### Wiring by layer

Bar = 50 µm.
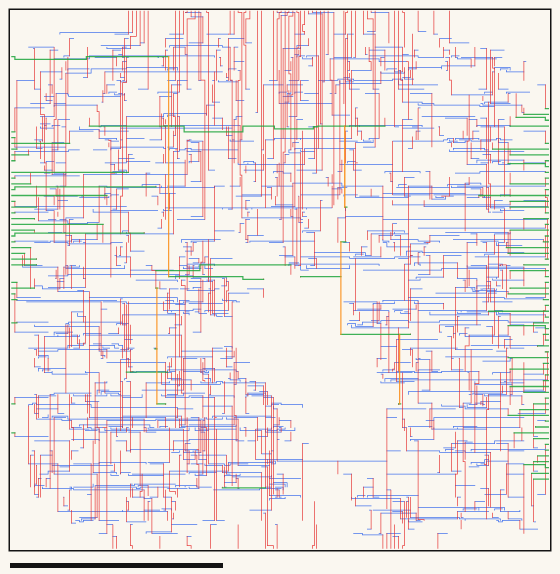
### Congestion heat map

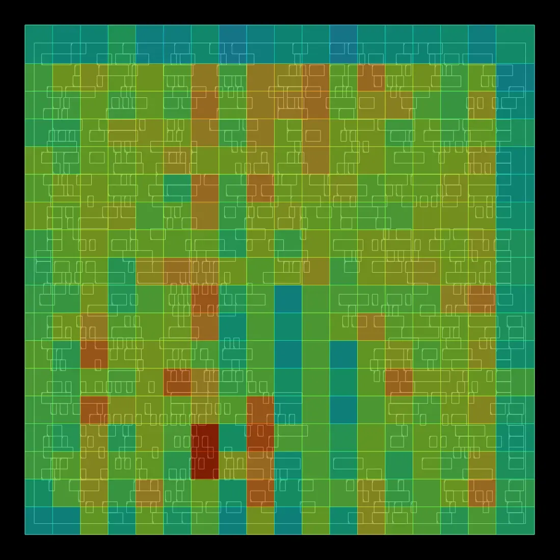
### Selected gate families

Bar = 50 µm.
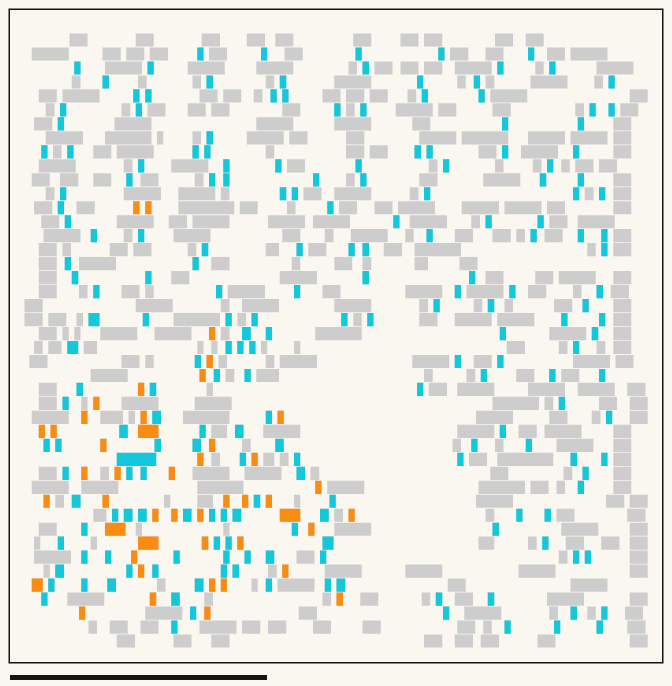
### config.mk
export PLATFORM = sky130hd
export DESIGN_NAME = if_id_stall_register
export DESIGN_NICKNAME = d
export VERILOG_FILES = /design/src/rtl/if_id_stall_register.sv
export SDC_FILE = /design/constraint.sdc
export NUM_CORES = 1
export LEC_CHECK = 0
export ABC_AREA = 1
export CELL_PAD_IN_SITES_DETAIL_PLACEMENT = 1
export CELL_PAD_IN_SITES_GLOBAL_PLACEMENT = 2
export CORE_MARGIN = 2
export CORE_UTILIZATION = 23
export CTS_CLUSTER_SIZE = 10
export DETAILED_ROUTE_END_ITERATION = 8
export MAX_ROUTING_LAYER = met4
export PLACE_DENSITY_LB_ADDON = 0.1
export SYNTH_ARGS = -nofsm -noshare
export SYNTH_HDL_FRONTEND = slang
export SYNTH_SLANG_ARGS = --single-unit
### constraint.sdc
create_clock -name clk -period 2.4 [get_ports clk]
set_input_delay 0.24 -clock clk [delete_from_list [all_inputs] [get_ports clk]]
set_output_delay 0.24 -clock clk [all_outputs]
set_load 0.02 [all_outputs]
### src/rtl/if_id_stall_register.sv
// IF/ID pipeline register with stall/flush control and a stall watchdog.
// Turns the hazard unit's request into PC/IF-ID enables and an ID/EX bubble,
// counts total stall cycles (saturating) and flags over-long stall runs.
module if_id_stall_register #(
  parameter int MAX_STALL = 3,
  parameter int CNT_WIDTH = 16
) (
  input  logic                 clk,
  input  logic                 reset,
  input  logic                 hazard,
  input  logic                 flush,
  input  logic [31:0]          pcPlus4_If,
  input  logic [31:0]          instruction_If,
  output logic                 pcWrite,
  output logic                 ifIdWrite,
  output logic                 bubble_IdEx,
  output logic [31:0]          pcPlus4_IfId,
  output logic [31:0]          instruction_IfId,
  output logic                 valid_IfId,
  output logic [4:0]           rsAddress_IfId,
  output logic [4:0]           rtAddress_IfId,
  output logic [CNT_WIDTH-1:0] stallCycles,
  output logic                 stallTimeout
);

  typedef enum logic [1:0] {
    ST_RUN     = 2'd0,
    ST_STALL   = 2'd1,
    ST_TIMEOUT = 2'd2
  } state_t;

  localparam logic [2:0] LP_MAX = 3'(MAX_STALL);
  localparam logic [CNT_WIDTH-1:0] LP_ONE = {{(CNT_WIDTH-1){1'b0}}, 1'b1};

  // Flush outranks hazard: a squashed fetch never holds the pipe.
  logic w_stall;
  assign w_stall = hazard & ~flush;

  assign pcWrite     = ~w_stall;
  assign ifIdWrite   = ~w_stall;
  assign bubble_IdEx = w_stall;

  logic [31:0] r_pc;
  logic [31:0] r_instr;
  logic        r_valid;

  // IF/ID slot: clear on flush (NOP, rs=rt=0 so no false hazard), hold on stall, else load.
  always_ff @(posedge clk) begin
    if (reset) begin
      r_pc    <= '0;
      r_instr <= '0;
      r_valid <= 1'b0;
    end else if (flush) begin
      r_pc    <= '0;
      r_instr <= '0;
      r_valid <= 1'b0;
    end else if (!hazard) begin
      r_pc    <= pcPlus4_If;
      r_instr <= instruction_If;
      r_valid <= 1'b1;
    end
  end

  assign pcPlus4_IfId     = r_pc;
  assign instruction_IfId = r_instr;
  assign valid_IfId       = r_valid;
  assign rsAddress_IfId   = r_instr[25:21];
  assign rtAddress_IfId   = r_instr[20:16];

  state_t     r_state, w_state_nxt;
  logic [2:0] r_consec, w_consec_nxt;

  // Watchdog state register.
  always_ff @(posedge clk) begin
    if (reset) begin
      r_state  <= ST_RUN;
      r_consec <= '0;
    end else begin
      r_state  <= w_state_nxt;
      r_consec <= w_consec_nxt;
    end
  end

  // Watchdog next state: track the current run of back-to-back stalls; TIMEOUT is terminal.
  always_comb begin
    w_state_nxt  = r_state;
    w_consec_nxt = r_consec;
    case (r_state)
      ST_RUN: begin
        if (w_stall) begin
          w_state_nxt  = ST_STALL;
          w_consec_nxt = 3'd1;
        end else begin
          w_consec_nxt = 3'd0;
        end
      end
      ST_STALL: begin
        if (w_stall) begin
          if (r_consec < LP_MAX) w_consec_nxt = r_consec + 3'd1;
          else                   w_state_nxt  = ST_TIMEOUT;
        end else begin
          w_state_nxt  = ST_RUN;
          w_consec_nxt = 3'd0;
        end
      end
      ST_TIMEOUT: begin
        w_state_nxt = ST_TIMEOUT;
      end
      default: begin
        w_state_nxt  = ST_RUN;
        w_consec_nxt = 3'd0;
      end
    endcase
  end

  assign stallTimeout = (r_state == ST_TIMEOUT);

  logic [CNT_WIDTH-1:0] r_stall_cnt;

  // Total stall cycles, saturating at all-ones.
  always_ff @(posedge clk) begin
    if (reset)                               r_stall_cnt <= '0;
    else if (w_stall && (r_stall_cnt != '1)) r_stall_cnt <= r_stall_cnt + LP_ONE;
  end

  assign stallCycles = r_stall_cnt;

endmodule

==> reports/metrics.cfg <==
[synth]
yosys_area_um2 = 3473
top_area_share_pct = 49.57
common_cells = nand2_1 (179), dfxtp_1 (86), a21oi_1 (81), nor2_1 (41), nand3_1 (19)
synth_flops = 86
avgSynthCellArea_um2 = 7.343
top_cells_by_area = dfxtp_1 (50%), nand2_1 (19%), a21oi_1 (12%)
fp_nets = 543
netlist_area_um2 = 3473

[clock_network]
cts_tree = yes
clock_latency_ns = 0.34
cts_sinks = 86
ctsHoldBuffers = 0
cts-root-buf = clkbuf_16
path_clk_slew_ns = 0.06
cts_buffer_depth = 2
cts-resized-gates = 0
numCtsBuffers = 9

[critical_path]
critPathMaxFanout = 11
worstSetupPathType = input port to primary output
required_ns = 2.16
startpoint_type = input port
endpoint_kind = primary output

[final_timing]
max-slew-margin-rel_pct = 54.18
finalClockPeriodUsage_pct = 81.16
fmax_mhz = 513.4
hold_viol_final = 0
rsz0062_at_grt = false
whs_ns = 0.4052
worstMarginPinSlew_ns = 0.6873
setup-violations-final = 0
slew_viol_final = 0

[finish]
layout.nets = 686
antenna_cells = 0
seq_area_um2 = 1722
layout-drive-gt1-share_pct = 5.153
stdcell_area_um2 = 5484
comb_area_um2 = 1463
num-fill-cells = 1762

[power_and_ir_drop]
leakage_nw = 2.018
p_per_area_nw_per_um2 = 625.5
vdd_drop_max_mv = 0.3468

[place]
post-dp-hpwl_um = 8154
dpl-instance-area_um2 = 5161

[die]
fp.dieH_um = 126.9
chipArea_um2 = 16100
fp_util_pct = 23.72
fp-row-count = 44
core_area_um2 = 14640
ios = 163

[grt]
grt_pass1_vias = 3566
grt_first_pass_wirelength_um = 18390
antenna_found_initial = 0

[route]
drt.antenna.violating_nets = 0
drt-initial-drc-count = 127
routed_wl_um = 11500
vias_per_cell = 4.400

[status]
status = finished clean

Back to the opening pictures, 'Wiring by layer':
[green] met3 | wire length: 732 µm
[blue] met1 | wire length: 5,310 µm
[red] met2 | wire length: 5,320 µm
[orange] met4 | wire length: 136 µm
Total GRT Usage: 14.92%
Vias: 3,542

Back to the opening pictures, 'Congestion heat map':
Final Util: 37.45%
most used routing layer in global routing: met2
GR Util met1: 18.11%
WL per Instance: 14.28 µm
GR met2 Demand/Resource: 23.78%

Back to the opening pictures, 'Selected gate families':
[cyan] NAND gates | cells: 201 | most used: nand2_1 | where: spread over the die
[orange] NOR gates | cells: 46 | most used: nor2_1

[power by group]
group / switching [W] / total (W) / leakage [nW] / internal (W)
combinational: 0.000193 / 0.000403 / 1.17 / 0.000209
sequential: 0.0000233 / 0.00149 / 0.699 / 0.00147
clock: 0.000617 / 0.00154 / 0.154 / 0.000922
total: 0.000833 / 0.00343 / 2.02 / 0.00260
[final cells by class]
type                       count  area share [%]
sequential                    86           31.39
clock buffer                  10           4.175
multi-input combinational    334           26.67
inverter                      18           1.232
timing repair buffer         167           30.62
tap                          184           4.198
clock inverter                 6           1.711
[logic make-up after synthesis]
family / Yosys count / synth area share [%]
AND/OR/NAND/NOR: 248 / 29.14
flip-flops: 86 / 49.57
AND-OR/OR-AND: 84 / 12.18
buffers and inverters: 53 / 8.393
adder cells (fa/ha/maj): 2 / 0.7203
[placed cells by master, fill, tap and decap left out, types with 2 or more instances in the layout]
cell             netlist  final
buf_4                 17      3
nand3_1               19     19
a21oi_1               81     81
inv_1                 16     15
buf_12                 0      2
nand2_2                2      3
clkbuf_16              0      9
inv_2                  1      2
nand2_1              179    178
inv_6                  0      2
nor2_4                 4      4
nor2_1                41     41
dfxtp_1               86     86
ha_1                   2      2
clkdlybuf4s50_1        0    161
bufinv_16              0      2
o21ai_0                2      2
[metal layers]
| layer | track usage [%] | vias to the layer above | wire length (µm) |
|---|---|---|---|
| met2 | 23.78 | 110 | 5319 |
| li1 | - | 1775 | - |
| met3 | 4.766 | 12 | 731 |
| met1 | 18.11 | 1645 | 5310 |
| met5 | - | - | 0 |
| met4 | 4.396 | 0 | 136 |
[metrics by stage]
step / worst slack, ns / total power [W]
after global routing: 0.3955 / 0.003604
after floorplan: 0.9006 / 0.001700
after detailed placement: 0.4415 / 0.001932
after global placement: 0.4541 / 0.001924
final: 0.4522 / 0.003430
after CTS: 0.4429 / 0.003505
[flip-flops by register name (all words and copies together) (netlist names)]
name / count
instruction_IfId: 32
pcPlus4_IfId: 32
r_consec: 3
r_state: 2
stallCycles: 16
valid_IfId: 1
[path summary, 6_finish.rpt]
path / startpoint / endpoint / slack [ns] / cells after the start
worst max-delay path: flush / bubble_IdEx / 0.45 / 5
worst min-delay path: hazard / instruction_IfId[5] / 0.41 / 4
worst max register to register: stallCycles[0] / stallCycles[14] / 0.76 / 8
worst min register to register: instruction_IfId[12] / instruction_IfId[12] / 0.46 / 2
[worst max-delay path, stage by stage]
cell and delay (ns):
clkdlybuf4s50_1 0.39, inv_1 0.10, nand2_2 0.17, inv_2 0.18, clkdlybuf4s50_1 0.62
Power is estimated from default activity; no workload was simulated.
